==> config.mk <==
export PLATFORM = sky130hd
export DESIGN_NAME = sync_updown_counter
export DESIGN_NICKNAME = d
export VERILOG_FILES = /design/src/rtl/sync_updown_counter.sv
export SDC_FILE = /design/constraint.sdc
export NUM_CORES = 1
export LEC_CHECK = 0
export CORE_AREA = 10 10 47 49
export CTS_CLUSTER_DIAMETER = 50
export DETAILED_ROUTE_END_ITERATION = 10
export DIE_AREA = 0 0 57 59
export GPL_ROUTABILITY_DRIVEN = 0
export PLACE_DENSITY = 0.81
export SLEW_MARGIN = 15
export SYNTH_ARGS = -nofsm -noshare
export SYNTH_HDL_FRONTEND = slang
export SYNTH_SLANG_ARGS = --single-unit
==> constraint.sdc <==
create_clock -name clk -period 3.5 [get_ports clk]
set_clock_uncertainty 0.05 [all_clocks]
set_input_delay 0.525 -clock clk [delete_from_list [all_inputs] [get_ports clk]]
set_output_delay 0.525 -clock clk [all_outputs]
set_load 0.05 [all_outputs]
==> src/rtl/sync_updown_counter.sv <==
// Parametrised synchronous up/down modulo counter with prescaler, load, clear,
// wrap/saturate boundary handling, terminal-count pulse and sticky overflow.
module sync_updown_counter #(
  parameter int unsigned     WIDTH    = 4,
  parameter longint unsigned MOD_VAL  = 16,
  parameter int unsigned     PRESCALE = 1
) (
  input  logic             clk,
  input  logic             reset,
  input  logic             en,
  input  logic             up,
  input  logic             sat_mode,
  input  logic             clear,
  input  logic             load,
  input  logic [WIDTH-1:0] load_val,
  input  logic             ovf_clr,
  output logic [WIDTH-1:0] q,
  output logic             tc,
  output logic             ovf
);

  localparam int unsigned      PW       = (PRESCALE > 1) ? $clog2(PRESCALE) : 1;
  localparam logic [WIDTH-1:0] MAX_Q    = WIDTH'(MOD_VAL - 64'd1);
  localparam logic [PW-1:0]    PRE_LAST = PW'(PRESCALE - 1);

  logic [PW-1:0]    pre;
  logic [PW-1:0]    pre_next;
  logic [WIDTH-1:0] q_next;
  logic [WIDTH-1:0] load_q;
  logic             tc_next;
  logic             ovf_next;
  logic             step;
  logic             at_limit;

  // Out-of-range load values clamp to the top of the count range
  assign load_q = (64'(load_val) >= MOD_VAL) ? MAX_Q : load_val;

  always_comb begin
    q_next   = q;
    pre_next = pre;
    step     = 1'b0;
    at_limit = 1'b0;

    if (clear) begin
      q_next   = '0;
      pre_next = '0;
    end else if (load) begin
      q_next   = load_q;
      pre_next = '0;
    end else if (en) begin
      if (pre == PRE_LAST) begin
        pre_next = '0;
        step     = 1'b1;
      end else begin
        pre_next = pre + PW'(1);
      end
    end

    // Direction and mode only matter on the step edge itself
    if (step) begin
      at_limit = up ? (q == MAX_Q) : (q == '0);
      if (at_limit) begin
        q_next = sat_mode ? q : (up ? '0 : MAX_Q);
      end else begin
        q_next = up ? (q + WIDTH'(1)) : (q - WIDTH'(1));
      end
    end

    tc_next  = at_limit;
    ovf_next = at_limit | (ovf & ~ovf_clr);
  end

  always_ff @(posedge clk or posedge reset) begin
    if (reset) begin
      q   <= '0;
      pre <= '0;
      tc  <= 1'b0;
      ovf <= 1'b0;
    end else begin
      q   <= q_next;
      pre <= pre_next;
      tc  <= tc_next;
      ovf <= ovf_next;
    end
  end

endmodule

Fig. 1: signal wires on met2
Scale: 6 px per µm. Cells faint in the background.
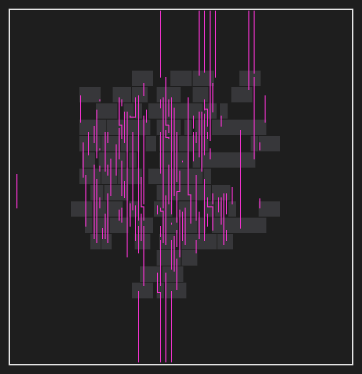
- wire length on this layer: 712 µm
- main direction: vertical

Fig. 2: clock routing
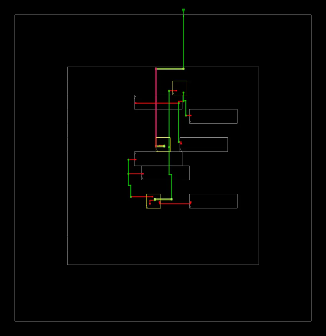
Flops: 6
number of buffers created by CTS: 3

Fig. 3: routed clock nets over the placement
Scale: 10 px per µm.
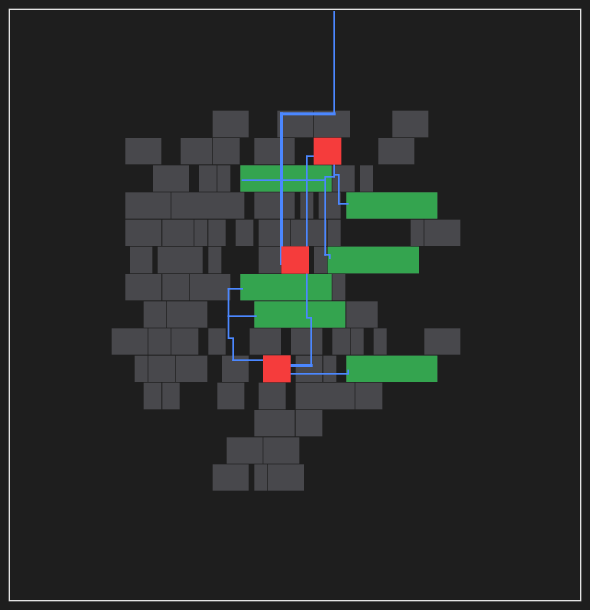
- green: flip-flops (count 6)
- red: cells driving clock nets (count 3)
- blue: clock wires (length 107 µm)
- flops lie: middle

==> out/notes.md <==
## Critical path
* Critical Path End Type: register
* startpoint type of the worst setup path: input pin
* classification of the worst setup path: in -> reg
* cell family with the largest share of critical-path delay: buffers and inverters

## Route
* metal2 WL: 711 µm
* Post-route DRC: 0

## Layout
* fraction of the core area covered by cells at the end of the flow: 52.95%
* combinational fraction of the cell area: 48.06%
* n_diodes: 0
* clock buffer count in the final layout: 3

## Clock network
* H-tree lvl count: 1
* cell chosen for the clock root: clkbuf_4
* post-cts sizing count: 0
* Sink Count: 6

## STA
* final clock period utilization by the worst path: 66.63%
* max-slew violation count: 0

## Run
* number of maximum-capacitance constraint violations: 0

## Logic synthesis
* summed instance area of the synthesized netlist: 529.3 µm²
* top post-synthesis cells by count: dfrtp_1, inv_1, nor2_1, o21ai_0
* portion of the post-synthesis area used by sequential elements: 28.37%
* post-synthesis average cell area: 8.970 µm²
* Synth async-reset ratio: 100.0%

## Die
* Core Area: 1401 µm²

## Pwr
* static leakage: 0.3085 nW

## Global routing
* pin count of the biggest net entering global routing: 13
* GR Overflow Total: 0

## Placement
* Setup WS pre-CTS: 922.3 ps
* number of placed cells counting well taps: 92

## Status
* result of the run: completed

Fig. 4: cell classes on the final placement
Scale: 6 px per µm. Fill, decap, tap and diode cells in gray.
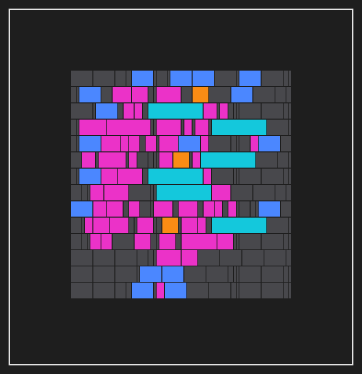
- cyan: flops (cells 6; share of their area 21%)
- blue: other buffers and delay cells (cells 17; share of their area 24%)
- orange: cells driving clock nets (cells 3; share of their area 3.1%)
- magenta: all other logic (cells 53; share of their area 53%)

Fig. 5: I/O pins on the die edge
Scale: 4 px per µm. Pins as bars across the die edge, other pins in gray.
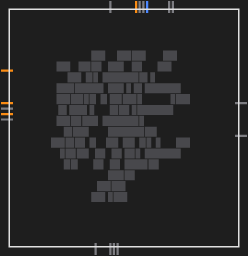
- blue: `ovf_clr` (pins 1; direction input; edge top)
- orange: `q` (pins 4; direction output; edge 3 left, 1 top)
- all pins by edge: 7 top, 5 left, 4 bottom, 2 right

Power and IR drop assume default switching activity.
